==> run_1/m1.png <==
Scale bar: 50 microns. Supply wires on this layer in grey.
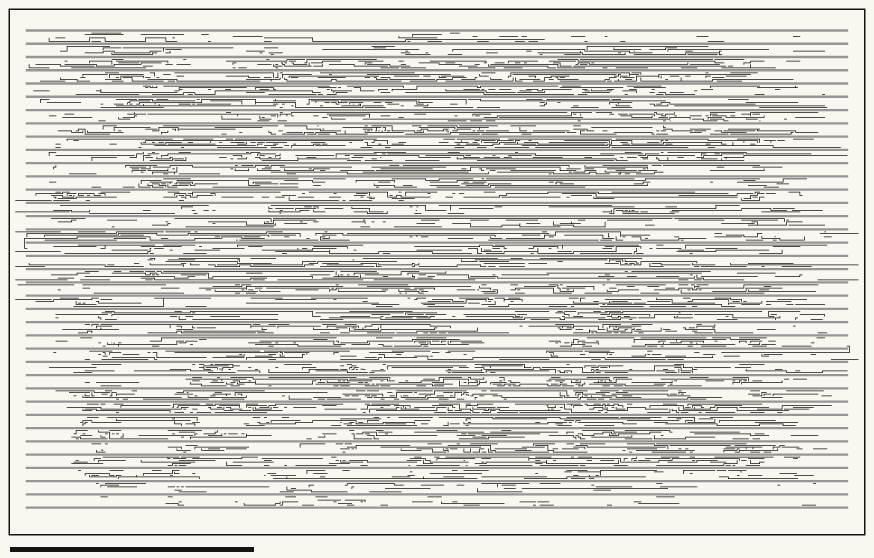
==> run_1/m2.png <==
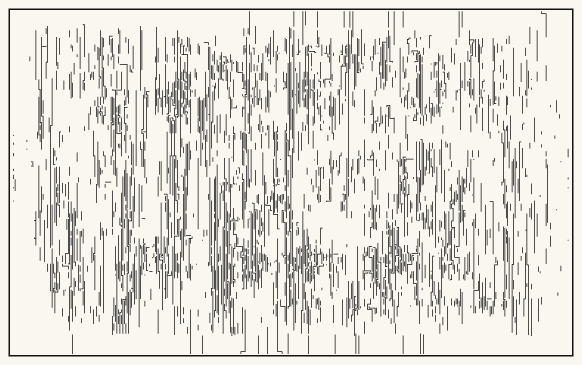
==> run_1/m3.png <==
Scale bar: 50 microns. Cells faint in the background.
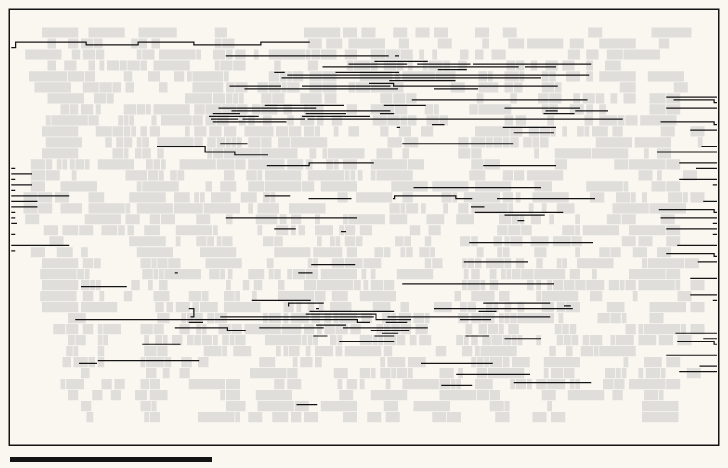
==> run_1/m4.png <==
Supply wires on this layer in grey.
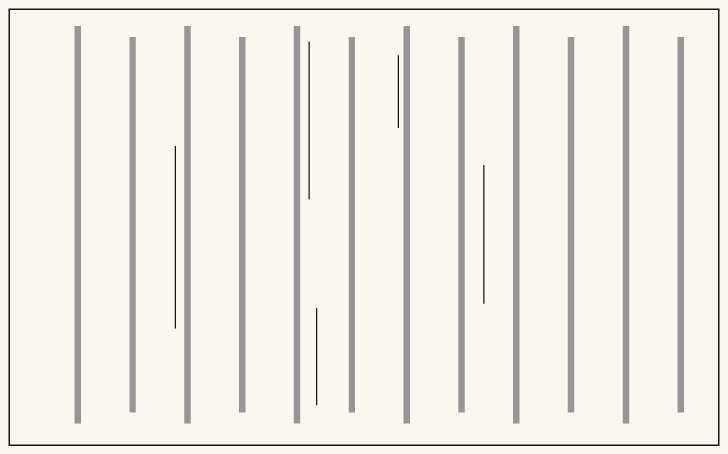
## src/rtl/svreal_accum_if.sv

```systemverilog
// Handshake bundle between the svreal multiply stage, the frame accumulator and its consumer.
// Ports: in_value/in_valid/in_ready and frame_len form the sample side;
//        out_value/out_valid/out_ready/out_ovf form the frame-result side.
interface svreal_accum_if #(
  parameter int IN_WIDTH  = 18,
  parameter int ACC_WIDTH = 32,
  parameter int LEN_WIDTH = 16
);
  logic signed [IN_WIDTH-1:0]  in_value;
  logic                        in_valid;
  logic                        in_ready;
  logic        [LEN_WIDTH-1:0] frame_len;
  logic signed [ACC_WIDTH-1:0] out_value;
  logic                        out_valid;
  logic                        out_ready;
  logic                        out_ovf;

  // master: sample producer + result consumer; slave: the accumulator
  modport master (
    output in_value, in_valid, frame_len, out_ready,
    input  in_ready, out_value, out_valid, out_ovf
  );
  modport slave (
    input  in_value, in_valid, frame_len, out_ready,
    output in_ready, out_value, out_valid, out_ovf
  );
endinterface

```

## src/rtl/svreal_accum.sv

```systemverilog
// Streaming saturating fixed-point frame accumulator (svreal format value * 2^exp).
// Ports: clk, rst_n (async active-low), bus (slave side of svreal_accum_if).
// Latency: result valid on the edge after the final accept; one in_ready bubble per frame
// because the block holds off input while a result waits for out_ready.
module svreal_accum #(
  parameter int IN_WIDTH  = 18,
  parameter int IN_EXP    = -10,
  parameter int ACC_WIDTH = 32,
  parameter int ACC_EXP   = -10,
  parameter int LEN_WIDTH = 16
) (
  input  logic           clk,
  input  logic           rst_n,
  svreal_accum_if.slave  bus
);

  localparam logic [0:0] ACCUM = 1'b0;
  localparam logic [0:0] HOLD  = 1'b1;

  // Wide enough that acc + aligned sample can never wrap before the clamp.
  localparam int WW  = ACC_WIDTH + IN_WIDTH + 2;
  localparam int SHL = (IN_EXP >= ACC_EXP) ? (IN_EXP - ACC_EXP) : 0;
  localparam int SHR = (IN_EXP >= ACC_EXP) ? 0 : (ACC_EXP - IN_EXP);

  localparam logic signed [WW-1:0] MAXW = {{(WW-ACC_WIDTH+1){1'b0}}, {(ACC_WIDTH-1){1'b1}}};
  localparam logic signed [WW-1:0] MINW = {{(WW-ACC_WIDTH+1){1'b1}}, {(ACC_WIDTH-1){1'b0}}};
  localparam logic [ACC_WIDTH-1:0] MAXA = {1'b0, {(ACC_WIDTH-1){1'b1}}};
  localparam logic [ACC_WIDTH-1:0] MINA = {1'b1, {(ACC_WIDTH-1){1'b0}}};

  logic [0:0]                 state;
  logic signed [ACC_WIDTH-1:0] acc;
  logic [LEN_WIDTH-1:0]       cnt;
  logic [LEN_WIDTH-1:0]       len_q;
  logic                       ovf_q;
  logic signed [ACC_WIDTH-1:0] out_value_q;
  logic                       out_valid_q;
  logic                       out_ovf_q;

  logic                       accept;
  logic signed [WW-1:0]       ext, aligned, acc_ext, wide;
  logic                       clamp;
  logic signed [ACC_WIDTH-1:0] sat;
  logic [LEN_WIDTH-1:0]       eff_len, last_idx;
  logic                       is_final;
  logic                       ovf_next;

  assign bus.in_ready  = (state == ACCUM);
  assign bus.out_value = out_value_q;
  assign bus.out_valid = out_valid_q;
  assign bus.out_ovf   = out_ovf_q;

  assign accept = bus.in_valid && (state == ACCUM);

  always_comb begin
    ext     = {{(WW-IN_WIDTH){bus.in_value[IN_WIDTH-1]}}, bus.in_value};
    // Only one of SHL/SHR is nonzero; >>> floors toward -infinity.
    aligned = (ext <<< SHL) >>> SHR;
    acc_ext = {{(WW-ACC_WIDTH){acc[ACC_WIDTH-1]}}, acc};
    wide    = acc_ext + aligned;
    clamp   = 1'b0;
    sat     = wide[ACC_WIDTH-1:0];
    if (wide > MAXW) begin
      sat   = MAXA;
      clamp = 1'b1;
    end else if (wide < MINW) begin
      sat   = MINA;
      clamp = 1'b1;
    end

    // The first sample of a frame uses the live frame_len; later ones use the latched copy.
    eff_len  = (cnt == '0) ? bus.frame_len : len_q;
    last_idx = (eff_len == '0) ? '0 : eff_len - LEN_WIDTH'(1);
    is_final = (cnt == last_idx);
    ovf_next = ((cnt == '0) ? 1'b0 : ovf_q) | clamp;
  end

  always_ff @(posedge clk or negedge rst_n) begin
    if (!rst_n) begin
      state       <= ACCUM;
      acc         <= '0;
      cnt         <= '0;
      len_q       <= '0;
      ovf_q       <= 1'b0;
      out_value_q <= '0;
      out_valid_q <= 1'b0;
      out_ovf_q   <= 1'b0;
    end else begin
      case (state)
        ACCUM: begin
          if (accept) begin
            if (cnt == '0) len_q <= bus.frame_len;
            ovf_q <= ovf_next;
            if (is_final) begin
              out_value_q <= sat;
              out_ovf_q   <= ovf_next;
              out_valid_q <= 1'b1;
              acc         <= '0;
              cnt         <= '0;
              state       <= HOLD;
            end else begin
              acc <= sat;
              cnt <= cnt + LEN_WIDTH'(1);
            end
          end
        end
        default: begin
          if (bus.out_ready) begin
            out_valid_q <= 1'b0;
            state       <= ACCUM;
          end
        end
      endcase
    end
  end

endmodule

```

## src/flat_wrapper.sv

```systemverilog
// flat-port wrapper written by rule: the top's interface ports become plain ports
module svreal_accum_flat 
#(
  parameter int IN_WIDTH  = 18,
  parameter int IN_EXP    = -10,
  parameter int ACC_WIDTH = 32,
  parameter int ACC_EXP   = -10,
  parameter int LEN_WIDTH = 16
)
  (clk, rst_n, bus_in_value, bus_in_valid, bus_frame_len, bus_out_ready, bus_in_ready, bus_out_value, bus_out_valid, bus_out_ovf);
  svreal_accum_if #(.IN_WIDTH(IN_WIDTH), .ACC_WIDTH(ACC_WIDTH), .LEN_WIDTH(LEN_WIDTH)) bus_i ();
  input  logic clk;
  input  logic rst_n;
  input wire logic [$bits(bus_i.in_value)-1:0] bus_in_value;
  input wire logic [$bits(bus_i.in_valid)-1:0] bus_in_valid;
  input wire logic [$bits(bus_i.frame_len)-1:0] bus_frame_len;
  input wire logic [$bits(bus_i.out_ready)-1:0] bus_out_ready;
  output wire logic [$bits(bus_i.in_ready)-1:0] bus_in_ready;
  output wire logic [$bits(bus_i.out_value)-1:0] bus_out_value;
  output wire logic [$bits(bus_i.out_valid)-1:0] bus_out_valid;
  output wire logic [$bits(bus_i.out_ovf)-1:0] bus_out_ovf;
  assign bus_i.in_value = bus_in_value;
  assign bus_i.in_valid = bus_in_valid;
  assign bus_i.frame_len = bus_frame_len;
  assign bus_i.out_ready = bus_out_ready;
  assign bus_in_ready = bus_i.in_ready;
  assign bus_out_value = bus_i.out_value;
  assign bus_out_valid = bus_i.out_valid;
  assign bus_out_ovf = bus_i.out_ovf;
  svreal_accum #(.IN_WIDTH(IN_WIDTH), .IN_EXP(IN_EXP), .ACC_WIDTH(ACC_WIDTH), .ACC_EXP(ACC_EXP), .LEN_WIDTH(LEN_WIDTH)) u_core (.clk(clk), .rst_n(rst_n), .bus(bus_i));
endmodule
```

## config.mk

```make
export PLATFORM = sky130hd
export DESIGN_NAME = svreal_accum_flat
export DESIGN_NICKNAME = d
export VERILOG_FILES = /design/src/rtl/svreal_accum_if.sv /design/src/rtl/svreal_accum.sv /design/src/flat_wrapper.sv
export SDC_FILE = /design/constraint.sdc
export NUM_CORES = 1
export LEC_CHECK = 0
export CORE_ASPECT_RATIO = 0.6
export CORE_MARGIN = 3
export CORE_UTILIZATION = 44
export CTS_CLUSTER_DIAMETER = 30
export DETAILED_ROUTE_END_ITERATION = 6
export GPL_TIMING_DRIVEN = 0
export PLACE_DENSITY_LB_ADDON = 0.05
export SYNTH_ARGS = -nofsm -noshare
export SYNTH_HDL_FRONTEND = slang
export SYNTH_SLANG_ARGS = --single-unit
```

## constraint.sdc

```tcl
create_clock -name clk -period 4.68 [get_ports clk]
set_clock_uncertainty 0.2 [all_clocks]
set_input_delay 0.936 -clock clk [delete_from_list [all_inputs] [get_ports clk]]
set_output_delay 0.936 -clock clk [all_outputs]
set_load 0.005 [all_outputs]
```

==> results.txt, run 1 <==
The flow completed. Post-route worst setup slack landed at -201 ps. Length of routed met2 wiring landed at 8820 microns. Among cell families on the critical path, the largest total delay comes from simple AND/OR/NAND/NOR gates. The checks that failed: negative setup slack.

Internal power landed at 0.00257 W. Maximum buffer depth of the clock tree landed at 2. STA classifies the critical path endpoint as a flip-flop. Number of diodes added for antenna fixing landed at 0.

Of the total standard cell area in the layout, the multi-input combinational portion is 0.520. Number of setup violations in the final report landed at 81. The endpoint identified for the worst register-to-register timing path is u_core.bus.out_value[29]$_DFFE_PN0P_. Of the total standard cell area in the layout, the sequential portion is 0.269. First-pass GRT wire length landed at 37700 microns. Relative contribution of combinational cells to total power landed at 0.619. Total global-route track usage landed at 0.259.

For reference, the top logic cell family by area is AND-OR/OR-AND gates. Of the total power, registers draw 0.225. Number of multi-input combinational cells landed at 672. The setup path with the least slack is of type flip-flop to flip-flop. The run finished, with violations left. During placement, the flow inserted port buffers numbering 71. Count of placed standard cells in the final layout, fillers left out landed at 1197. By area, multi-input combinational cells come first. Sequential cell area landed at 0.00250 sq mm. Remaining antenna violation count after routing landed at 0. In this run the mean area of a mapped cell was 8.76 sq um. Combinational power for this build is 0.00307 W. Pin count of the biggest net entering global routing landed at 67. Die area landed at 0.0189 sq mm.

Measured along the y axis, the die boundary spans 108 microns. Maximum achievable frequency landed at 205 MHz. Simple-gate area share of the yosys netlist landed at 0.189. The largest part of the power goes to combinational logic.

At the worst endpoint, the arrival time is 4930 ps. Number of flip-flops and latches in the synthesized netlist landed at 100. On the final layout, the worst hold slack is 292 ps. Per the OpenROAD floorplan log, the area of the core is 0.0165 sq mm.

After layout, the minimum clock period comes to 4880 ps. Power of the sequential group landed at 0.00112 W. Leakage power figure landed at 4.25 nW. The top cell type in the final layout, fill and taps aside, is sky130_fd_sc_hd__dfrtp_1.

For the worst-skew pair, the clock arrives at the later sink with an insertion delay of 370 ps. Total DRC errors in the routed layout landed at 0. The launch point of the critical path was reported as u_core.cnt[5]$_DFFE_PN0P_. Top fanout value on the critical path landed at 10.
About m1.png:
main direction: horizontal
wire length on this layer: 13100 microns
longest straight run: 81.9 microns
share of all routed wire: 54%

About m2.png:
share of all routed wire: 36%
longest straight run: 45.6 microns
wire length on this layer: 8820 microns
nets with wire on the layer: 894
main direction: vertical
Via Count: 7118
global-route track usage on met2: 0.328
Routed Wire Length: 24200 microns

About m3.png:
nets with wire on the layer: 128
main direction: horizontal

About m4.png:
wire length on this layer: 159 microns
nets with wire on the layer: 4
main direction: vertical

## run 1: timing repair
item	in CTS	in global routing
gates cloned	0	1
resized	48	31
buffers inserted	16	4
setup endpoints to repair	84	84
pin swaps	3	3
hold buffers	0	0
## run 1: stage by stage
| stage | utilization | instance area, sq um |
|---|---|---|
| floorplan | - | 7600 |
| global placement | 0.520 | 8590 |
| detailed placement | 0.521 | 8620 |
| CTS | 0.557 | 9210 |
| global route | 0.563 | 9310 |
| finish | 0.563 | 9310 |
## run 1: metal layers
layer  vias to the layer above  global-route usage
li1                       3348                   -
met3                        14              0.0662
met5                         -                   0
met4                         0              0.0404
met2                       244               0.328
met1                      3512               0.431
==> run_1/clock_nets.png <==
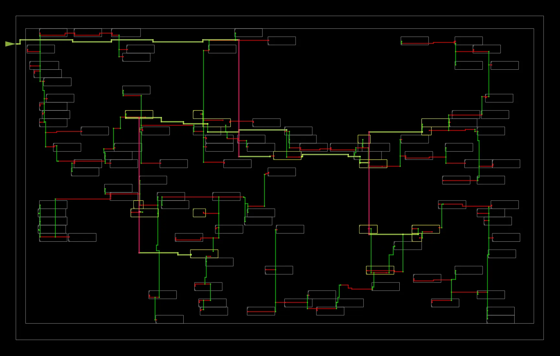

==> inputs of run 2 (changes only) <==
--- a/config.mk
+++ b/config.mk
@@ -5,11 +5,13 @@
 export SDC_FILE = /design/constraint.sdc
 export NUM_CORES = 1
 export LEC_CHECK = 0
+export ABC_AREA = 1
 export CORE_ASPECT_RATIO = 0.6
 export CORE_MARGIN = 3
 export CORE_UTILIZATION = 44
 export CTS_CLUSTER_DIAMETER = 30
 export DETAILED_ROUTE_END_ITERATION = 6
+export GPL_ROUTABILITY_DRIVEN = 0
 export GPL_TIMING_DRIVEN = 0
 export PLACE_DENSITY_LB_ADDON = 0.05
 export SYNTH_ARGS = -nofsm -noshare
==> run_2/clock_nets.png <==
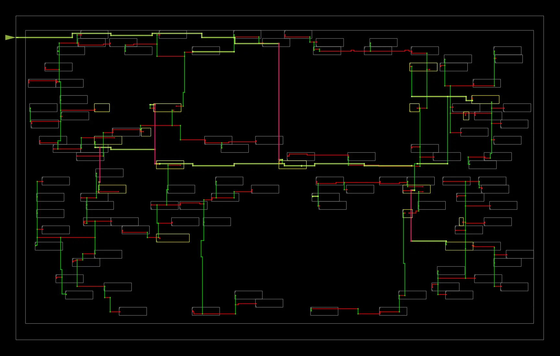
layout sequential cell count: 100
clock tree sinks: 100
TritonCTS buffer count: 9
Clock Latency Late Sink: 360 ps

==> results.txt, run 2 <==
The flow completed. Sequential cell area landed at 0.00250 sq mm. Per STA, the worst path accumulates the most delay in the family simple AND/OR/NAND/NOR gates. Of the total power, combinational logic draws 0.594.

Length of routed met2 wiring landed at 8050 microns. Per the detailed placement report, the placed cell area equals 0.00869 sq mm. Core utilization of the finished layout landed at 0.546.

The layout report gives the multi-input gate share of total cell area as 0.509. For this run, global-route usage on met1 was measured as 0.464. TritonRoute reported its final design rule violation total as 0.

Endpoints with negative setup slack in the final report add up to 0. Total wire length landed at 24800 microns. Post-route worst setup slack landed at 280 ps. After clock tree synthesis, the setup repair step added 0 buffers. Internal power landed at 0.00244 W. Height of the die landed at 108 microns. In this run, the synthesized area fraction spent on and/or/nand/nor cells is recorded as 0.417. Share of the final layout cell area in sequential cells landed at 0.276. Looking at the group totals, the largest power group turns out to be combinational logic.

Fraction of met3 tracks used by global routing landed at 0.0870. Leakage power figure landed at 4.77 nW. The flow ran to the end, and the final reports show no timing, DRC or antenna violations. On the final layout, the worst hold slack is 274 ps. In this run the worst setup path begins at bus_in_value[0]. Pin count of the biggest net entering global routing landed at 58.

Data arrives at the worst endpoint at 4450 ps. Post-CTS resize count landed at 1. The biggest slice of the area belongs to multi-input combinational cells. Along the worst path, the maximum fanout reaches 10.

STA lists the endpoint of the worst register-to-register path as u_core.bus.out_value[22]$_DFFE_PN0P_. The worst setup path is of the input pin to flip-flop kind. Number of flip-flops and latches in the synthesized netlist landed at 100.

Counting I/O delays and the setup requirement, the final critical path takes 4400 ps. The most common logic cell in the final layout is sky130_fd_sc_hd__nand2_1. For the combinational group, total power comes out at 0.00289 W.

Per the GRT log, the top usage layer is met1. For this run, the script counts the antenna cells in the layout as 0.
==> run_2/gates.png <==
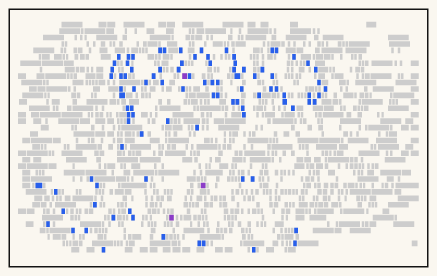
[aoi and oai cells] blue | cells: 95
[and/or cells] purple | cells: 3

-- run 2: cell types whose count changed in the layout (fill, tap and decap cells not counted), sizes merged, moves of 10 or more --
cell    previous run  this run
nand2             76       447
xor2              22        38
and2              12         2
nand3             25       109
a21o              23         3
xnor2             35         9
o21bai            28         1
nand4             16        48
inv               46        84
clkbuf            43        29
mux2              23         0
nor2              68        97
o31ai             31         0
mux2i             41         0
-- run 2: worst register-to-register path: cells and delay by family, from the launching register on --
kind            cells  cell delay [ps]
buf+inv             5              710
simple gates       15             1850
flops               1              460
fa+ha+maj           2              540
compound gates      1              480
-- run 2: logic make-up (layout without fill, tap and decap cells) --
family,after synthesis,count (layout)
xor gates and xnor gates,47,47
adders and majority gates,36,36
buffers and inverters,129,224
and+or+nand+nor,730,730
AOI/OAI and AO/OA,102,102
DFF,100,100
No activity file was given, so power comes from the tool's default toggle rates.
